## config.mk

```make
export PLATFORM = sky130hd
export DESIGN_NAME = sprite_blitter
export DESIGN_NICKNAME = d
export VERILOG_FILES = /design/src/rtl/blit_pkg.sv /design/src/rtl/blit_raster_ctr.sv /design/src/rtl/sprite_blitter.sv
export SDC_FILE = /design/constraint.sdc
export NUM_CORES = 1
export LEC_CHECK = 0
export ABC_CLOCK_PERIOD_IN_PS = 10550
export CORE_MARGIN = 5
export CORE_UTILIZATION = 57
export DETAILED_ROUTE_END_ITERATION = 16
export PLACE_DENSITY = 0.86
export SKIP_CTS_REPAIR_TIMING = 1
export SYNTH_ARGS = -nofsm -noshare
export SYNTH_HDL_FRONTEND = slang
export SYNTH_HIERARCHICAL = 1
export SYNTH_SLANG_ARGS = --single-unit
export TNS_END_PERCENT = 5
```

## constraint.sdc

```tcl
create_clock -name clk -period 10.55 [get_ports clk]
set_input_delay 2.11 -clock clk [delete_from_list [all_inputs] [get_ports clk]]
set_output_delay 2.11 -clock clk [all_outputs]
set_load 0.05 [all_outputs]
```

## src/rtl/blit_pkg.sv

```systemverilog
// Shared state encoding, width helper and default colour key for the sprite blitter.
package blit_pkg;

    typedef enum logic [1:0] {
        IDLE  = 2'd0,
        FETCH = 2'd1,
        DRAIN = 2'd2,
        DONE  = 2'd3
    } blit_state_e;

    localparam logic [8:0] TRANSPARENT_KEY_DEFAULT = 9'h1FF;

    // Width of a counter/bus able to index n items; never returns 0 so ports stay legal.
    function automatic int clog2_safe(input int n);
        return (n <= 2) ? 1 : $clog2(n);
    endfunction

endpackage

```

## src/rtl/blit_raster_ctr.sv

```systemverilog
// Raster-order pixel counter across one sprite tile: px runs fastest, py advances on px wrap.
module blit_raster_ctr
    import blit_pkg::*;
#(
    parameter int TILE_W = 20,
    parameter int TILE_H = 20
) (
    input  logic                          clk,
    input  logic                          resetn,
    input  logic                          clear,
    input  logic                          enable,
    output logic [clog2_safe(TILE_W)-1:0] px,
    output logic [clog2_safe(TILE_H)-1:0] py,
    output logic                          last
);

    localparam int PX_W = clog2_safe(TILE_W);
    localparam int PY_W = clog2_safe(TILE_H);
    localparam logic [PX_W-1:0] PX_MAX = PX_W'(TILE_W - 1);
    localparam logic [PY_W-1:0] PY_MAX = PY_W'(TILE_H - 1);

    logic [PX_W-1:0] px_q, px_d;
    logic [PY_W-1:0] py_q, py_d;

    // NOTE: every variable written here gets a default first, so no path leaves a latch.
    always_comb begin
        px_d = px_q;
        py_d = py_q;
        if (clear) begin
            px_d = '0;
            py_d = '0;
        end else if (enable) begin
            if (px_q == PX_MAX) begin
                px_d = '0;
                py_d = (py_q == PY_MAX) ? '0 : py_q + 1'b1;
            end else begin
                px_d = px_q + 1'b1;
            end
        end
    end

    // NOTE: state flops use non-blocking assignments so all registers update from pre-edge values.
    always_ff @(posedge clk or negedge resetn) begin
        if (!resetn) begin
            px_q <= '0;
            py_q <= '0;
        end else begin
            px_q <= px_d;
            py_q <= py_d;
        end
    end

    assign px   = px_q;
    assign py   = py_q;
    assign last = (px_q == PX_MAX) && (py_q == PY_MAX);

endmodule

```

## src/rtl/sprite_blitter.sv

```systemverilog
// Streams one TILE_W x TILE_H sprite from an external ROM to the VGA adapter with screen clipping.
// Define BLIT_TRANSPARENCY_EN to suppress plots of pixels whose colour equals TRANSPARENT_KEY.
module sprite_blitter
    import blit_pkg::*;
#(
    parameter int TILE_W      = 20,
    parameter int TILE_H      = 20,
    parameter int GRID_W      = 4,
    parameter int SCREEN_W    = 160,
    parameter int SCREEN_H    = 120,
    parameter int COLOUR_W    = 9,
    parameter int NUM_SPRITES = 4,
    parameter int ROM_LAT     = 1
`ifdef BLIT_TRANSPARENCY_EN
    ,
    parameter logic [COLOUR_W-1:0] TRANSPARENT_KEY = COLOUR_W'(TRANSPARENT_KEY_DEFAULT)
`endif
) (
    input  logic                                              clk,
    input  logic                                              resetn,
    input  logic                                              start,
    input  logic [clog2_safe(NUM_SPRITES)-1:0]                sprite_sel,
    input  logic [GRID_W-1:0]                                 grid_x,
    input  logic [GRID_W-1:0]                                 grid_y,
    output logic                                              busy,
    output logic                                              done,
    output logic [clog2_safe(NUM_SPRITES*TILE_W*TILE_H)-1:0]  rom_addr,
    input  logic [COLOUR_W-1:0]                               rom_q,
    output logic [clog2_safe(SCREEN_W)-1:0]                   x,
    output logic [clog2_safe(SCREEN_H)-1:0]                   y,
    output logic [COLOUR_W-1:0]                               colour,
    output logic                                              plot,
    output logic [clog2_safe(SCREEN_W*SCREEN_H)-1:0]          map_mem_add
);

    localparam int SEL_W  = clog2_safe(NUM_SPRITES);
    localparam int ADDR_W = clog2_safe(NUM_SPRITES * TILE_W * TILE_H);
    localparam int X_W    = clog2_safe(SCREEN_W);
    localparam int Y_W    = clog2_safe(SCREEN_H);
    localparam int MAP_W  = clog2_safe(SCREEN_W * SCREEN_H);
    localparam int PX_W   = clog2_safe(TILE_W);
    localparam int PY_W   = clog2_safe(TILE_H);
    localparam int DRN_W  = clog2_safe(ROM_LAT + 1);
    localparam logic [DRN_W-1:0] DRN_LAST = DRN_W'(ROM_LAT);

    // Control state
    blit_state_e      state_q, state_d;
    logic             busy_q, busy_d;
    logic             done_q, done_d;
    logic [SEL_W-1:0] sel_q, sel_d;
    logic [GRID_W-1:0] gx_q, gx_d;
    logic [GRID_W-1:0] gy_q, gy_d;
    logic [DRN_W-1:0] drn_q, drn_d;

    // Raster counter interface
    logic            ctr_clear;
    logic            ctr_enable;
    logic            ctr_last;
    logic [PX_W-1:0] px;
    logic [PY_W-1:0] py;

    // Address-tracking pipeline, one stage per cycle of ROM latency
    logic            vld_q    [ROM_LAT];
    logic            vld_d    [ROM_LAT];
    logic [PX_W-1:0] px_pipe_q[ROM_LAT];
    logic [PX_W-1:0] px_pipe_d[ROM_LAT];
    logic [PY_W-1:0] py_pipe_q[ROM_LAT];
    logic [PY_W-1:0] py_pipe_d[ROM_LAT];

    // Pixel output register
    logic [X_W-1:0]      x_q, x_d;
    logic [Y_W-1:0]      y_q, y_d;
    logic [COLOUR_W-1:0] colour_q, colour_d;
    logic                plot_q, plot_d;

    logic [31:0] x_full;
    logic [31:0] y_full;
    logic        in_screen;
    logic        opaque;

    blit_raster_ctr #(
        .TILE_W (TILE_W),
        .TILE_H (TILE_H)
    ) u_raster_ctr (
        .clk    (clk),
        .resetn (resetn),
        .clear  (ctr_clear),
        .enable (ctr_enable),
        .px     (px),
        .py     (py),
        .last   (ctr_last)
    );

    always_comb begin
        state_d    = state_q;
        busy_d     = busy_q;
        done_d     = 1'b0;
        sel_d      = sel_q;
        gx_d       = gx_q;
        gy_d       = gy_q;
        drn_d      = drn_q;
        ctr_clear  = 1'b0;
        ctr_enable = 1'b0;
        case (state_q)
            IDLE, DONE: begin
                busy_d  = 1'b0;
                state_d = IDLE;
                if (start) begin
                    state_d   = FETCH;
                    busy_d    = 1'b1;
                    sel_d     = sprite_sel;
                    gx_d      = grid_x;
                    gy_d      = grid_y;
                    ctr_clear = 1'b1;
                end
            end
            FETCH: begin
                ctr_enable = 1'b1;
                if (ctr_last) begin
                    state_d = DRAIN;
                    drn_d   = '0;
                end
            end
            DRAIN: begin
                // ROM_LAT cycles empty the address pipeline, one more lets the final pixel leave the output register.
                if (drn_q == DRN_LAST) begin
                    state_d = DONE;
                    done_d  = 1'b1;
                end else begin
                    drn_d = drn_q + 1'b1;
                end
            end
            default: state_d = IDLE;
        endcase
    end

    always_ff @(posedge clk or negedge resetn) begin
        if (!resetn) begin
            state_q <= IDLE;
            busy_q  <= 1'b0;
            done_q  <= 1'b0;
            sel_q   <= '0;
            gx_q    <= '0;
            gy_q    <= '0;
            drn_q   <= '0;
        end else begin
            state_q <= state_d;
            busy_q  <= busy_d;
            done_q  <= done_d;
            sel_q   <= sel_d;
            gx_q    <= gx_d;
            gy_q    <= gy_d;
            drn_q   <= drn_d;
        end
    end

    assign rom_addr = ADDR_W'(32'(sel_q) * (TILE_W * TILE_H) + 32'(py) * TILE_W + 32'(px));

    always_comb begin
        vld_d[0]     = (state_q == FETCH);
        px_pipe_d[0] = px;
        py_pipe_d[0] = py;
        for (int i = 1; i < ROM_LAT; i++) begin
            vld_d[i]     = vld_q[i-1];
            px_pipe_d[i] = px_pipe_q[i-1];
            py_pipe_d[i] = py_pipe_q[i-1];
        end
    end

    // Screen position is formed at full width so off-screen tiles clip instead of wrapping.
    always_comb begin
        x_full    = 32'(gx_q) * TILE_W + 32'(px_pipe_q[ROM_LAT-1]);
        y_full    = 32'(gy_q) * TILE_H + 32'(py_pipe_q[ROM_LAT-1]);
        in_screen = (x_full < SCREEN_W) && (y_full < SCREEN_H);
`ifdef BLIT_TRANSPARENCY_EN
        opaque    = (rom_q != TRANSPARENT_KEY);
`else
        opaque    = 1'b1;
`endif
        x_d      = x_q;
        y_d      = y_q;
        colour_d = colour_q;
        plot_d   = vld_q[ROM_LAT-1] && in_screen && opaque;
        if (vld_q[ROM_LAT-1]) begin
            x_d      = X_W'(x_full);
            y_d      = Y_W'(y_full);
            colour_d = rom_q;
        end
    end

    always_ff @(posedge clk or negedge resetn) begin
        if (!resetn) begin
            // NOTE: the pipeline arrays are plain flops, so they are reset like any other register.
            for (int i = 0; i < ROM_LAT; i++) begin
                vld_q[i]     <= 1'b0;
                px_pipe_q[i] <= '0;
                py_pipe_q[i] <= '0;
            end
            x_q      <= '0;
            y_q      <= '0;
            colour_q <= '0;
            plot_q   <= 1'b0;
        end else begin
            for (int i = 0; i < ROM_LAT; i++) begin
                vld_q[i]     <= vld_d[i];
                px_pipe_q[i] <= px_pipe_d[i];
                py_pipe_q[i] <= py_pipe_d[i];
            end
            x_q      <= x_d;
            y_q      <= y_d;
            colour_q <= colour_d;
            plot_q   <= plot_d;
        end
    end

    assign busy        = busy_q;
    assign done        = done_q;
    assign x           = x_q;
    assign y           = y_q;
    assign colour      = colour_q;
    assign plot        = plot_q;
    assign map_mem_add = MAP_W'(32'(y_q) * SCREEN_W + 32'(x_q));

endmodule

```

run_1/gates.png
Bar = 20 µm.
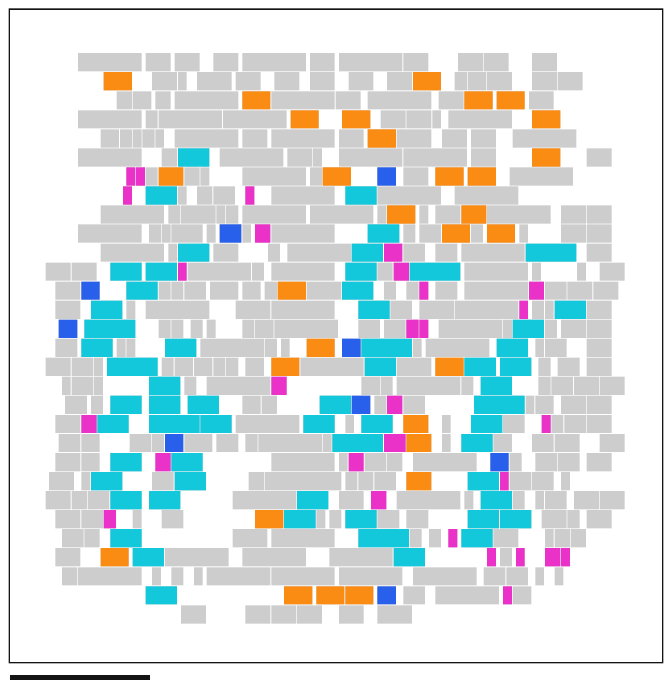
| family | colour | cells | most used |
|---|---|---|---|
| fa/ha/maj cells | cyan | 60 | ha_1 |
| non-inverting ao/oa cells | blue | 9 | a21o_1 |
| nor cells | magenta | 29 | nor2_1 |
| mux cells | orange | 30 | mux2_2 |

run_1/m3.png
Bar = 20 µm. Cells faint in the background.
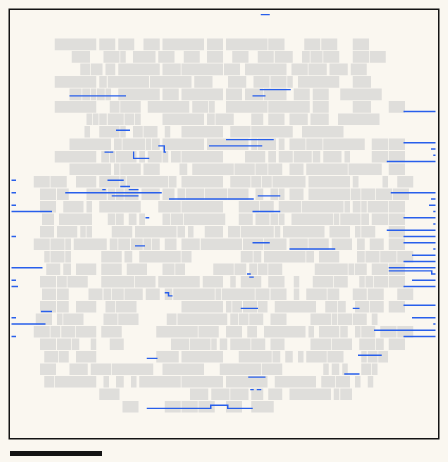
nets with wire on the layer: 57
main direction: horizontal
wire length on this layer: 351 µm
longest straight run: 20.7 µm
share of all routed wire: 4.4%

run_1/m1.png
Bar = 20 µm. Supply wires on this layer in grey.
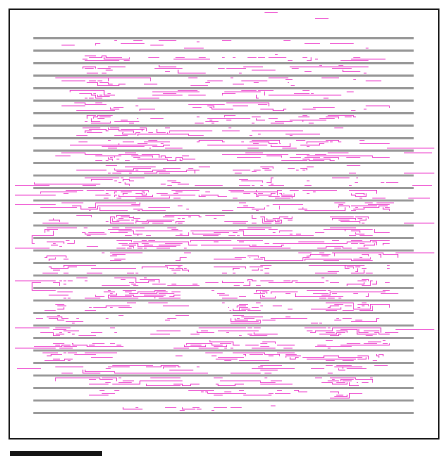
nets with wire on the layer: 476
main direction: horizontal
longest straight run: 20.7 µm
share of all routed wire: 41%
wire length on this layer: 3,220 µm

==> qor.txt, run 1 <==
Crit-path slowest cell = clkdlybuf4s50_1
Largest cell class by area = combinational gates
Post-synth top cells = dfrtp_1 (61), ha_1 (51), inv_1 (27)
CP max FO = 9
H-tree levels = 3
Ys flop type = dfrtp_1
CTS Buffer Depth = 2
Core area = 6760 µm²
HP Start = px_pipe_q[0]
Clock group = 204 µW
Floorplan net count = 446
Outcome = finished clean
Initial drt markers = 144
Placed Area = 4710 µm²
Max-slew violations = 0
CP endpoint kind = output port
WHS = 0.481 ns
Unrepaired setup endpoints after global routing = no
Largest net degree at the start of global routing = 62
Overall Global Routing Usage = 0.191
Post-synth EDFFs = 0
Fill cells = 477
Seq/total area = 0.311
VDD IR max = 0.0699 mV
Post-synth top area cell = dfrtp_1
CP arrival = 4.10 ns
Seq cells post-synth = 61
Tap Count = 80
Detail Route Antenna Nets = 0
Comb/total area = 0.456
run 1: cells by family after synthesis:
logic type | synth area share
xor gates and xnor gates | 0.0622
muxes | 0.0842
adders and majority gates | 0.208
DFF | 0.387
and+or+nand+nor | 0.114
AOI/OAI and AO/OA | 0.0994
buffers and inverters | 0.0454
run 1: routing by layer:
metal	part of all wire	vias to the layer above	GRT usage
met3	0.044	22	0.0346
met2	0.53	88	0.344
met4	0.025	0	0.105
met1	0.41	1443	0.212
li1	-	1433	-
met5	0	-	0
run 1: registers in the layout, indices dropped and copies added (netlist names):
register / cells
py_pipe_q: 5
gy_q: 4
drn_q: 1
y: 7
sel_q: 2
state_q: 2
u_raster_ctr/py: 5
plot: 1
busy: 1
done: 1
gx_q: 4
px_pipe_q: 5
u_raster_ctr/px: 5
colour: 9
vld_q: 1
x: 8
run_1/closeup.png
Bar = 10 µm. Window x 50 to 90, y 3 to 43 µm. Cells in grey, sequential cells in the stronger grey; small squares are vias.
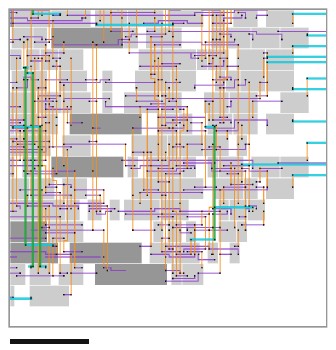

==> run 2: changes to the inputs <==
Settings changed: ABC_CLOCK_PERIOD_IN_PS 10550 to 5710, CORE_UTILIZATION 57 to 48, PLACE_DENSITY 0.86 to 0.78.
Clock period 10.55 ns to 5.71 ns, I/O delays scaled along.
run_2/closeup.png
Bar = 10 µm. Window x 55 to 95, y 5 to 45 µm. Cells in grey, sequential cells in the stronger grey; small squares are vias.
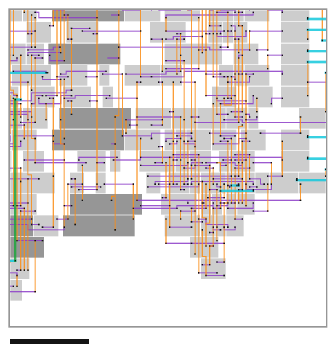
| layer | colour |
|---|---|
| M4 | green |
| M3 | cyan |
| M2 | orange |
| M1 | purple |
netlist names of flops here include: `y` (5), `plot` (1)
sequential cells in the window: 6
most frequent: clkdlybuf4s50_1 (11), ha_1 (10), xnor2_1 (8)
cells with their middle in the window: 91

==> run 2 against run 1 <==
  * Sequential power up 85%
  * Count of clock-buffer cells in the layout up 1
  * Non-clock buffer count unchanged
  * Cell count up 4.8%
  * Sequential share of layout area down 0.45 points
  * Total power up 100%
  * Global-route usage down 2.9 points
  * Clock skew up 0.0035 ns
  * Routed wire length down 2.7%
  * Critical endpoint unchanged
  * Largest power group is now the clock network
==> qor.txt, run 2 <==
Met1 Use GR = 0.190 (-0.0220)
H-tree levels = 3 (unchanged)
Seq cells post-synth = 61 (unchanged)
Max-slew violations = 0 (unchanged)
Combinational cell power = 44.2 µW
WHS = 0.466 ns (-0.0158 ns)
Largest net degree at the start of global routing = 62 (unchanged)
Post-synth top area cell = dfrtp_1
Initial drt markers = 52 (-64%)
Clock group = 458 µW (+120%)
Post-synth top cells = dfrtp_1 (61), ha_1 (51), inv_1 (27)
Layout cell share with drive strength beyond 1 = 0.0998
NumNets Final = 518
CTS Buffer Depth = 2 (unchanged)
Post-synth EDFFs = 0 (unchanged)
Ys flop type = dfrtp_1
Top sig layer = met4
Met2 Use GR = 0.287 (-0.0572)
Fill cells = 696 (+46%)
Detail Route Antenna Nets = 0 (unchanged)
Hold Path Depth = 0
Max FFs per register = 9 (unchanged)
Die Height = 101 µm
Crit-path slowest cell = clkdlybuf4s50_1
Met2 WL post-DR = 3970 µm (-5.0%)
Core area = 8090 µm² (+20%)
Yosys cell types = 49
Global route hottest layer = met2
Outcome = finished clean
CP endpoint kind = output port
Diodes inserted = 0
Floorplan net count = 446 (unchanged)
VDD IR max = 0.106 mV (+52%)
Met3 WL = 290 µm (-17%)
Metal1 wirelength = 3300 µm (+2.4%)
Critical path buffer and inverter count = 1
Most used logic cell in the final layout = clkdlybuf4s50_1
DIE AREA = 10,100 µm²
Leading power group = the clock network
CP max FO = 9 (unchanged)
Overall Global Routing Usage = 0.162 (-0.0292)
Routing usage on met3 = 0.0277 (-0.00691)
R2r worst-path depth = 7
[run 2: cell families (layout without fill, tap and decap cells)]
family,count (synthesis),after routing,share of synthesized area
muxes,30,30,0.0842
buffers and inverters,41,118,0.0454
AOI/OAI and AO/OA,64,64,0.0994
DFF,61,61,0.387
xor gates and xnor gates,28,28,0.0622
adders and majority gates,60,60,0.208
and+or+nand+nor,80,80,0.114
[run 2: area by class of cell]
class | instances | area, µm² | area share
Sequential cell | 61 | 1530 | 0.307
Inverter | 27 | 101 | 0.0204
Clock buffer | 10 | 128 | 0.0256
Timing Repair Buffer | 75 | 743 | 0.149
Clock inverter | 6 | 111 | 0.0224
Tap cell | 105 | 131 | 0.0264
Multi-Input combinational cell | 262 | 2230 | 0.449
==> run 3: changes to the inputs <==
Settings changed: ABC_AREA set to 0.
run_3/congestion_map.png
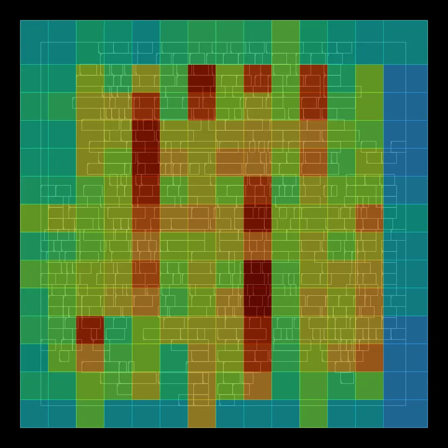
met1 Use GR: 0.190
met2 Use GR: 0.287
routing usage on met3: 0.0277
DR WL/cell: 14.2 µm
Overall Global Routing Usage: 0.162

==> run 3 against run 2 <==
  * Non-clock buffer count did not move
  * Routed wire length did not move
  * Register-to-register slack barely moved
  * Largest power group unchanged
==> qor.txt, run 3 <==
CP max FO = 9 (unchanged)
Mux area share = 0.0842 (unchanged)
Seq cells post-synth = 61 (unchanged)
Most used logic cell in the final layout = clkdlybuf4s50_1
Leading power group = the clock network
Hold Path Depth = 0 (unchanged)
Ys flop type = dfrtp_1
Die Height = 101 µm (unchanged)
Post-synth EDFFs = 0 (unchanged)
CTS Buffer Depth = 2 (unchanged)
NumNets Final = 518 (unchanged)
Clock group = 458 µW (about the same)
Floorplan net count = 446 (unchanged)
Largest net degree at the start of global routing = 62 (unchanged)
MI comb area = 2230 µm² (unchanged)
Yosys aoi share = 0.0994 (unchanged)
CP endpoint kind = output port
Xor/xnor share = 0.0622 (unchanged)
Core area = 8090 µm² (unchanged)
Crit-path slowest cell = clkdlybuf4s50_1
Post-synth top cells = dfrtp_1 (61), ha_1 (51), inv_1 (27)
Max-slew violations = 0 (unchanged)
WHS = 0.466 ns (unchanged)
DIE AREA = 10,100 µm² (unchanged)
Detail Route Antenna Nets = 0 (unchanged)
Yosys cell types = 49 (unchanged)
Diodes inserted = 0 (unchanged)
Outcome = finished clean
Max FFs per register = 9 (unchanged)
Main logic family = adder cells
H-tree levels = 3 (unchanged)
Post-synth top area cell = dfrtp_1
FF/Latch Area = 1530 µm² (unchanged)
Adders+Majority by Area = 0.208 (unchanged)
VDD IR max = 0.106 mV (unchanged)
[run 3: cell counts in the layout (fill, tap and decap cells not counted)]
Identical to the previous run, type by type.
[run 3: area by class of cell]
cell class                      count  area share
Multi-Input combinational cell    262       0.449
Sequential cell                    61       0.307
Timing Repair Buffer               75       0.149
Tap cell                          105      0.0264
Clock buffer                       10      0.0256
Clock inverter                      6      0.0224
Inverter                           27      0.0204
[run 3: per-layer routing]
| layer | part of all wire | routed length (µm) | global-route usage |
|---|---|---|---|
| met4 | 0.023 | 180 | 0.0746 |
| met5 | 0 | 0 | 0 |
| met2 | 0.51 | 3970 | 0.287 |
| met1 | 0.43 | 3300 | 0.190 |
| met3 | 0.037 | 290 | 0.0277 |
Power and IR drop assume default switching activity.
